[config.mk]
export PLATFORM = sky130hd
export DESIGN_NAME = reg_wb_arbiter_flat
export DESIGN_NICKNAME = d
export VERILOG_FILES = /design/src/rtl/reg_wb_arbiter_if.sv /design/src/rtl/reg_wb_arbiter.sv /design/src/flat_wrapper.sv
export SDC_FILE = /design/constraint.sdc
export NUM_CORES = 1
export LEC_CHECK = 0
export ABC_CLOCK_PERIOD_IN_PS = 3050
export CAP_MARGIN = 15
export CORE_AREA = 5 5 111 139
export DETAILED_ROUTE_END_ITERATION = 10
export DIE_AREA = 0 0 116 144
export DONT_BUFFER_PORTS = 1
export HOLD_SLACK_MARGIN = 0.15
export PLACE_DENSITY = 0.74
export SYNTH_ARGS = -nofsm -noshare
export SYNTH_HDL_FRONTEND = slang
export SYNTH_SLANG_ARGS = --single-unit
[constraint.sdc]
create_clock -name clk -period 3.05 [get_ports clk]
set_clock_uncertainty 0.15 [all_clocks]
set_input_delay 0.4575 -clock clk [delete_from_list [all_inputs] [get_ports clk]]
set_output_delay 0.4575 -clock clk [all_outputs]
set_load 0.01 [all_outputs]
[src/rtl/reg_wb_arbiter_if.sv]
// Write-back bus bundle: both requester FIFO handshakes, the register-file
// write port and the occupancy counts, with arbiter (slave) and client (master) views.
interface reg_wb_arbiter_if #(
  parameter int CW = 4
);
  logic          req0_valid;
  logic          req0_ready;
  logic [4:0]    req0_addr;
  logic [31:0]   req0_data;

  logic          req1_valid;
  logic          req1_ready;
  logic [4:0]    req1_addr;
  logic [31:0]   req1_data;

  logic          wr_en;
  logic [4:0]    wr_addr;
  logic [31:0]   wr_data;

  logic [CW-1:0] occ0;
  logic [CW-1:0] occ1;

  modport master (
    output req0_valid, req0_addr, req0_data,
    output req1_valid, req1_addr, req1_data,
    input  req0_ready, req1_ready,
    input  wr_en, wr_addr, wr_data,
    input  occ0, occ1
  );

  modport slave (
    input  req0_valid, req0_addr, req0_data,
    input  req1_valid, req1_addr, req1_data,
    output req0_ready, req1_ready,
    output wr_en, wr_addr, wr_data,
    output occ0, occ1
  );
endinterface

[src/rtl/reg_wb_arbiter.sv]
// Round-robin write-back arbiter: two small FIFOs (ALU path, load path)
// drained one entry per clock into the register file's single write port.
module reg_wb_arbiter #(
  parameter int DEPTH = 2,
  parameter int CW    = 4
) (
  input  logic            clk,
  input  logic            reset,
  input  logic            hold,
  reg_wb_arbiter_if.slave bus
);

  localparam int            PW       = (DEPTH > 1) ? $clog2(DEPTH) : 1;
  localparam logic [CW-1:0] DEPTH_C  = CW'(DEPTH);
  localparam logic [PW-1:0] LAST_PTR = PW'(DEPTH - 1);

  logic [1:0]    in_valid;
  logic [4:0]    in_addr [2];
  logic [31:0]   in_data [2];

  logic [CW-1:0] occ  [2];
  logic [PW-1:0] rptr [2];
  logic [PW-1:0] wptr [2];
  logic [36:0]   mem  [2][DEPTH];

  logic [1:0]    ready;
  logic [1:0]    push;
  logic [1:0]    pop;
  logic [1:0]    elig;
  logic          grant_en;
  logic          grant_sel;
  logic          last;
  logic [36:0]   head;

  logic          wr_en_q;
  logic [4:0]    wr_addr_q;
  logic [31:0]   wr_data_q;

  function automatic logic [PW-1:0] next_ptr(input logic [PW-1:0] p);
    return (p == LAST_PTR) ? '0 : p + PW'(1);
  endfunction

  assign in_valid   = {bus.req1_valid, bus.req0_valid};
  assign in_addr[0] = bus.req0_addr;
  assign in_addr[1] = bus.req1_addr;
  assign in_data[0] = bus.req0_data;
  assign in_data[1] = bus.req1_data;

  // Ready looks only at occupancy, so a full FIFO refuses even when it pops this edge.
  always_comb begin
    ready = '0;
    push  = '0;
    elig  = '0;
    for (int i = 0; i < 2; i++) begin
      ready[i] = !reset && (occ[i] < DEPTH_C);
      push[i]  = in_valid[i] && ready[i] && (in_addr[i] != 5'd0);
      elig[i]  = (occ[i] != '0);
    end
  end

  // On a tie the requester not granted last time wins.
  always_comb begin
    grant_en  = !hold && (elig != 2'b00);
    grant_sel = (elig == 2'b11) ? ~last : elig[1];
    pop       = 2'b00;
    if (grant_en) begin
      pop = grant_sel ? 2'b10 : 2'b01;
    end
    head = mem[grant_sel][rptr[grant_sel]];
  end

  always_ff @(posedge clk) begin
    for (int i = 0; i < 2; i++) begin
      if (push[i]) begin
        mem[i][wptr[i]] <= {in_addr[i], in_data[i]};
      end
    end
  end

  always_ff @(posedge clk or posedge reset) begin
    if (reset) begin
      for (int i = 0; i < 2; i++) begin
        occ[i]  <= '0;
        rptr[i] <= '0;
        wptr[i] <= '0;
      end
    end else begin
      for (int i = 0; i < 2; i++) begin
        if (push[i]) begin
          wptr[i] <= next_ptr(wptr[i]);
        end
        if (pop[i]) begin
          rptr[i] <= next_ptr(rptr[i]);
        end
        case ({push[i], pop[i]})
          2'b10:   occ[i] <= occ[i] + CW'(1);
          2'b01:   occ[i] <= occ[i] - CW'(1);
          default: occ[i] <= occ[i];
        endcase
      end
    end
  end

  // Address and data keep their last value when nothing is granted.
  always_ff @(posedge clk or posedge reset) begin
    if (reset) begin
      wr_en_q   <= 1'b0;
      wr_addr_q <= '0;
      wr_data_q <= '0;
      last      <= 1'b1;
    end else if (grant_en) begin
      wr_en_q   <= 1'b1;
      wr_addr_q <= head[36:32];
      wr_data_q <= head[31:0];
      last      <= grant_sel;
    end else begin
      wr_en_q   <= 1'b0;
    end
  end

  assign bus.req0_ready = ready[0];
  assign bus.req1_ready = ready[1];
  assign bus.wr_en      = wr_en_q;
  assign bus.wr_addr    = wr_addr_q;
  assign bus.wr_data    = wr_data_q;
  assign bus.occ0       = occ[0];
  assign bus.occ1       = occ[1];

endmodule
[src/flat_wrapper.sv]
// flat-port wrapper written by rule: the top's interface ports become plain ports
module reg_wb_arbiter_flat 
#(
  parameter int DEPTH = 2,
  parameter int CW    = 4
)
  (clk, reset, hold, bus_req0_valid, bus_req0_addr, bus_req0_data, bus_req1_valid, bus_req1_addr, bus_req1_data, bus_req0_ready, bus_req1_ready, bus_wr_en, bus_wr_addr, bus_wr_data, bus_occ0, bus_occ1);
  reg_wb_arbiter_if #(.CW(CW)) bus_i ();
  input  logic clk;
  input  logic reset;
  input  logic hold;
  input wire logic [$bits(bus_i.req0_valid)-1:0] bus_req0_valid;
  input wire logic [$bits(bus_i.req0_addr)-1:0] bus_req0_addr;
  input wire logic [$bits(bus_i.req0_data)-1:0] bus_req0_data;
  input wire logic [$bits(bus_i.req1_valid)-1:0] bus_req1_valid;
  input wire logic [$bits(bus_i.req1_addr)-1:0] bus_req1_addr;
  input wire logic [$bits(bus_i.req1_data)-1:0] bus_req1_data;
  output wire logic [$bits(bus_i.req0_ready)-1:0] bus_req0_ready;
  output wire logic [$bits(bus_i.req1_ready)-1:0] bus_req1_ready;
  output wire logic [$bits(bus_i.wr_en)-1:0] bus_wr_en;
  output wire logic [$bits(bus_i.wr_addr)-1:0] bus_wr_addr;
  output wire logic [$bits(bus_i.wr_data)-1:0] bus_wr_data;
  output wire logic [$bits(bus_i.occ0)-1:0] bus_occ0;
  output wire logic [$bits(bus_i.occ1)-1:0] bus_occ1;
  assign bus_i.req0_valid = bus_req0_valid;
  assign bus_i.req0_addr = bus_req0_addr;
  assign bus_i.req0_data = bus_req0_data;
  assign bus_i.req1_valid = bus_req1_valid;
  assign bus_i.req1_addr = bus_req1_addr;
  assign bus_i.req1_data = bus_req1_data;
  assign bus_req0_ready = bus_i.req0_ready;
  assign bus_req1_ready = bus_i.req1_ready;
  assign bus_wr_en = bus_i.wr_en;
  assign bus_wr_addr = bus_i.wr_addr;
  assign bus_wr_data = bus_i.wr_data;
  assign bus_occ0 = bus_i.occ0;
  assign bus_occ1 = bus_i.occ1;
  reg_wb_arbiter #(.DEPTH(DEPTH), .CW(CW)) u_core (.clk(clk), .reset(reset), .hold(hold), .bus(bus_i));
endmodule
Figure 1. Metal 3 (run 1).
Scale bar: 20 microns. Cells faint in the background.
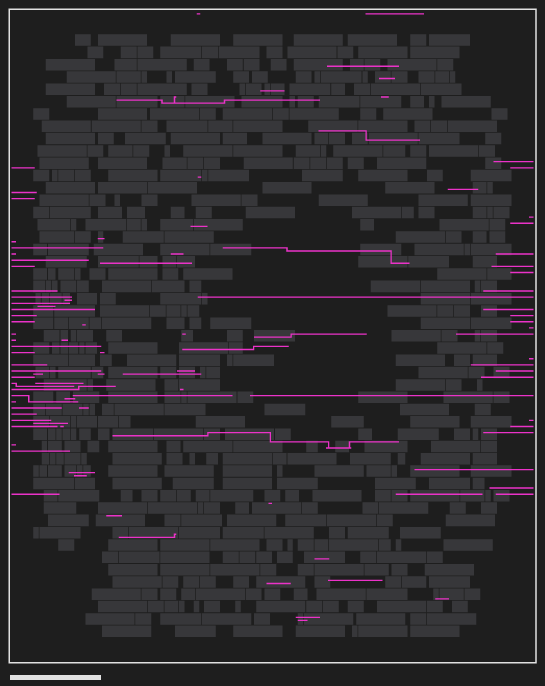
main direction: horizontal
longest straight run: 73.8 microns
wire length on this layer: 1,080 microns
nets with wire on the layer: 78
share of all routed wire: 6.3%

Figure 2. Metal 2 (run 1).
Cells faint in the background.
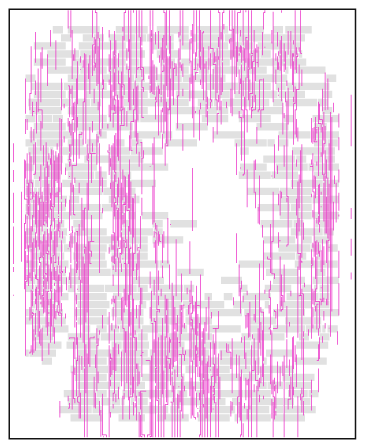
nets with wire on the layer: 562
main direction: vertical
total routed wirelength: 17.03 mm
met2 usage: 38.07%
number of vias in the routed layout: 4,239

==> results.txt, run 1 <==
Results of an implementation run.

The number of H-tree levels is 4. TritonCTS built the clock tree. Per the OpenROAD power report, leakage power amounts to around 0.0035 uW. The number of global-route vias before repair is a little under 5,000. The number of nets at the end of the flow is between 600 and 700.

There are between 150 and 200 flip-flops and latches. The count of pins on the block boundary is roughly 130. According to the timing report, the arrival time at the worst endpoint equals around 3.1 ns. The routability congestion estimate is between 0.7 and 0.8.

The fraction of final layout cells with drive strength greater than 1 is between 15 and 20%. The final core area utilization is 67.14%. The worst hold path startpoint is bus_req0_valid.

The flow reports an fmax of between 0.3 and 0.4 GHz. After global routing, the most crowded layer is met2. In the layout the tool counted multi-input logic cells amounting to roughly 210. The CTS log lists the clock sinks for this run as ~200. Summing every instance area after synthesis gives 7755 sq um. Across all hold checks on the routed design, the worst slack comes to between 0.15 and 0.2 ns.

Setup repair after global routing left no endpoint under its margin. The run finished with clean final reports. By instance count after routing, the leading logic cell type is sky130_fd_sc_hd__edfxtp_1. On the critical path the largest part of the delay comes from simple AND/OR/NAND/NOR gates. The share of synthesized cell area in and, or, nand and nor gates is 4.308%. The number of buffers and inverters on the critical path is 1.

The cell accounting for the most synthesized area is sky130_fd_sc_hd__edfxtp_1. The chip area in the Yosys report is around 7800 sq um. The worst setup path is captured at a register. The count of input and output buffers is 0.

The global routing report lists combined usage of all routing layers as between 20% and 30%. Counting endpoints that fail hold in the final report gives 0. The number of routed nets with antenna violations is 0.

In the final layout, excluding clock inverters the inverter count is 13. During tapcell insertion the tool placed around 180 well taps. The overall die size recorded for this design is 16,700 sq um.

The standard cell core area is about 14,000 sq um. In this run the deepest clock path goes through 2 buffers. The number of resized instances in the post-cts repair step is 0. The post-cts hold-fix buffer tally is between 70 and 80.
Figure 3. Clock distribution (run 1).
Scale bar: 20 microns.
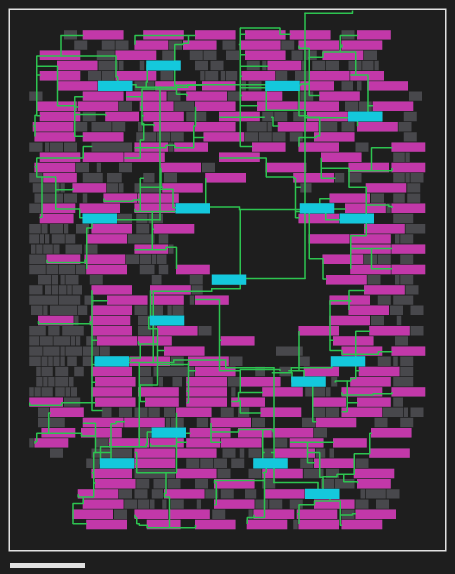
[green] clock wires | length: 2,060 microns
[cyan] clock-net drivers | count: 17
[magenta] flip-flops | count: 199
routed clock nets: 18
flops lie: all over the die

-- run 1: registers in the layout, summed over array words and instances (netlist names) --
signal / flops
u_core.bus.occ0: 4
u_core.bus.occ1: 4
u_core.bus.wr_addr: 5
u_core.bus.wr_data: 32
u_core.bus.wr_en: 1
u_core.last: 1
u_core.mem: 148
u_core.rptr: 2
u_core.wptr: 2
-- run 1: how the worst max path moves through the flow --
| stage | start | cells after the start | slack [ns] | end |
|---|---|---|---|---|
| after global placement | bus_req0_addr[0] | 8 | 0.38 | u_core.bus.occ0[3]$_DFFE_PP0P_ |
| after CTS | u_core.bus.occ1[3]$_DFFE_PP0P_ | 8 | 0.15 | u_core.bus.occ1[3]$_DFFE_PP0P_ |
| after global routing | u_core.bus.occ0[3]$_DFFE_PP0P_ | 10 | 0.0003 | u_core.bus.occ0[3]$_DFFE_PP0P_ |
| after floorplan | u_core.bus.occ1[3]$_DFFE_PP0P_ | 3 | -0.46 | u_core.mem[1][0]$_DFFE_PP_ |
| final | u_core.bus.occ1[2]$_DFFE_PP0P_ | 10 | 0.12 | u_core.bus.occ1[3]$_DFFE_PP0P_ |
| after detailed placement | u_core.bus.occ1[3]$_DFFE_PP0P_ | 8 | 0.17 | u_core.bus.occ1[3]$_DFFE_PP0P_ |
-- run 1: routing by layer --
layer  share of wire, %  vias up
met1                 37     2158
met3                6.3       28
met2                 55      138
met4                1.9        0
li1                   -     1915
met5                  0        -
-- run 1: power breakdown --
part	internal [uW]	switching, uW	total, uW
Clock	1420	972	2400
Sequential	3410	632	4050
Combinational	934	1160	2090
Total	5770	2760	8530
--- run 2 (diff from run 1) ---
--- a/config.mk
+++ b/config.mk
@@ -6,7 +6,6 @@
 export NUM_CORES = 1
 export LEC_CHECK = 0
 export ABC_CLOCK_PERIOD_IN_PS = 3050
-export CAP_MARGIN = 15
 export CORE_AREA = 5 5 111 139
 export DETAILED_ROUTE_END_ITERATION = 10
 export DIE_AREA = 0 0 116 144
Figure 4. Congestion heat map (run 2).
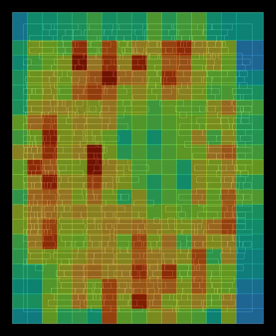
aggregate global-route resource usage: 21.31%
Routed WL per cell: 23.22 microns
final core utilization: 67.00%

==> run 2 against run 1 <==
Clock-buffer cell count stayed put; register-to-register slack gained 0.03 ns; worst hold slack barely moved; core utilization decreased by 0.14 points; critical endpoint unchanged; synthesized cell count is the same; global-route usage did not move; sequential power barely moved; final area down 0.21%; combinational power is essentially flat.
==> results.txt, run 2 <==
Results of an implementation run.

The share of total power dissipated in sequential elements is 47.4%. In the final report, the number of hold violations comes to 0. For this block, the routed nets add up to roughly 17 mm of wire.

For this run, the chip area from Yosys synthesis comes to 7755 sq um. The number of sinks handled by clock tree synthesis is 199. According to the finish report, the design has a final net count of around 620.

The fraction of final layout cells with drive strength greater than 1 is roughly 15%. The power attributed to sequential cells is 4040 uW. The detailed router reports a met3 wire length of roughly 1.1 mm. For the clock group, total power comes out at around 2400 uW. Detailed routing placed a total of around 9.3 mm of wire on met2.

The global router reports that the layer with the highest usage is met2. In the final layout, excluding clock inverters the inverter count is 13. The worst hold path cell count is 3. The number of H-tree levels is 4. The switching share of power is between 30% and 40%. The number of global-route vias before repair is just under 5,000. The routed layout has approximately 4,200 vias. The top cell type in the final layout, fill and taps aside, is sky130_fd_sc_hd__edfxtp_1. The combined area of all synthesized cells is just under 8000 sq um. In this run the static leakage power is 0.003520 uW.

The met2 track utilization from global routing is a little under two fifths. Once detail routing completed, the nets flagged for antenna violations numbered 0. The run finished with clean final reports. about 210 cells are multi-input combinational gates. The final weighted congestion recorded by global placement is roughly 0.77. TritonCTS built the clock tree. Per the hold report, the tightest min-delay path originates at bus_req0_valid. The flow reports an fmax of around 0.35 GHz. Combinational cells account for around 24% of the total power. STA puts the critical path data arrival time at 3.06 ns.

For this block, wires on met1 add up to 6.255 mm. The tapcell count is roughly 180. The largest total area in the synthesized netlist belongs to sky130_fd_sc_hd__edfxtp_1. The count of input and output buffers is 0. Per the synthesis report, the single largest cell type by area occupies between 50% and 60% of cell area. Pin placement for this block handled about 130 I/O pins. The number of buffers and inverters on the critical path is 0.

In this run the top signal layer used is met4. The tightest hold path in the finished design has a slack of between 0.15 and 0.2 ns. The worst setup path is captured at a register. The top contributor to total power is sequential cells.

The flow reports that the clock network draws 28.2% of the design power. Among cell families on the critical path, the largest total delay comes from AND-OR/OR-AND gates. The final period utilization is between 90% and 100%. The number of flip-flops under the largest register name is roughly 150. In this run the full chip footprint comes out at approximately 17,000 sq um. The number of buffers between clock root and the deepest sink is 2. There are between 150 and 200 flip-flops and latches. The standard cell core area is ~14,000 sq um.
Figure 5. Routed metal, one colour a layer (run 2).
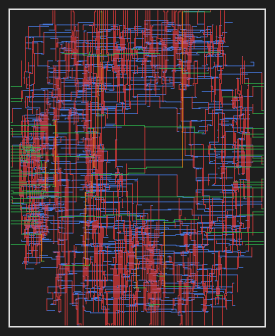
[orange] M4 | wire length: 303 microns
[blue] M1 | wire length: 6,260 microns
[red] M2 | wire length: 9,300 microns
[green] M3 | wire length: 1,070 microns

run 2: cell counts after synthesis:
No cell type changed its count.
run 2: repair_timing:
action	CTS	global route
endpoints found under the setup margin	0	2
hold buffers	76	0
gates resized	0	2
buffers inserted	0	1
hold endpoints to repair	191	0
run 2: how the worst max path moves through the flow:
stage	startpoint	end	slack, ns	depth (start not counted)
floorplan	u_core.bus.occ1[3]$_DFFE_PP0P_	u_core.mem[1][0]$_DFFE_PP_	-0.46	3
global placement	bus_req0_addr[0]	u_core.bus.occ0[3]$_DFFE_PP0P_	0.38	8
detailed placement	u_core.bus.occ1[3]$_DFFE_PP0P_	u_core.bus.occ1[3]$_DFFE_PP0P_	0.17	8
CTS	u_core.bus.occ1[3]$_DFFE_PP0P_	u_core.bus.occ1[3]$_DFFE_PP0P_	0.15	8
global route	u_core.bus.occ0[3]$_DFFE_PP0P_	u_core.bus.occ0[3]$_DFFE_PP0P_	-0.009	10
finish	u_core.bus.occ1[3]$_DFFE_PP0P_	u_core.bus.occ1[3]$_DFFE_PP0P_	0.15	8
run 2: per-stage QoR:
stage	setup slack [ns]	cell area, sq um	util, %	power (uW)	setup TNS, ns
floorplan	-0.4582	7755	-	5520	-67.81
global placement	0.3751	8020	56.88	5942	0
detailed placement	0.1665	8020	56.88	6072	0
CTS	0.1513	9425	66.84	8558	0
global route	-0.009049	9445	66.98	8938	-0.009049
finish	0.1544	9448	67.00	8531	0
run 2: kinds of logic after synthesis:
| logic type | Yosys count | share of synthesized area [%] |
|---|---|---|
| compound gates | 52 | 7.002 |
| xor+xnor | 8 | 0.9036 |
| fa+ha+maj | 8 | 1.484 |
| buf+inv | 35 | 2.839 |
| flops | 199 | 73.78 |
| mux | 75 | 9.681 |
| simple gates | 69 | 4.308 |
Power and IR drop assume default switching activity.
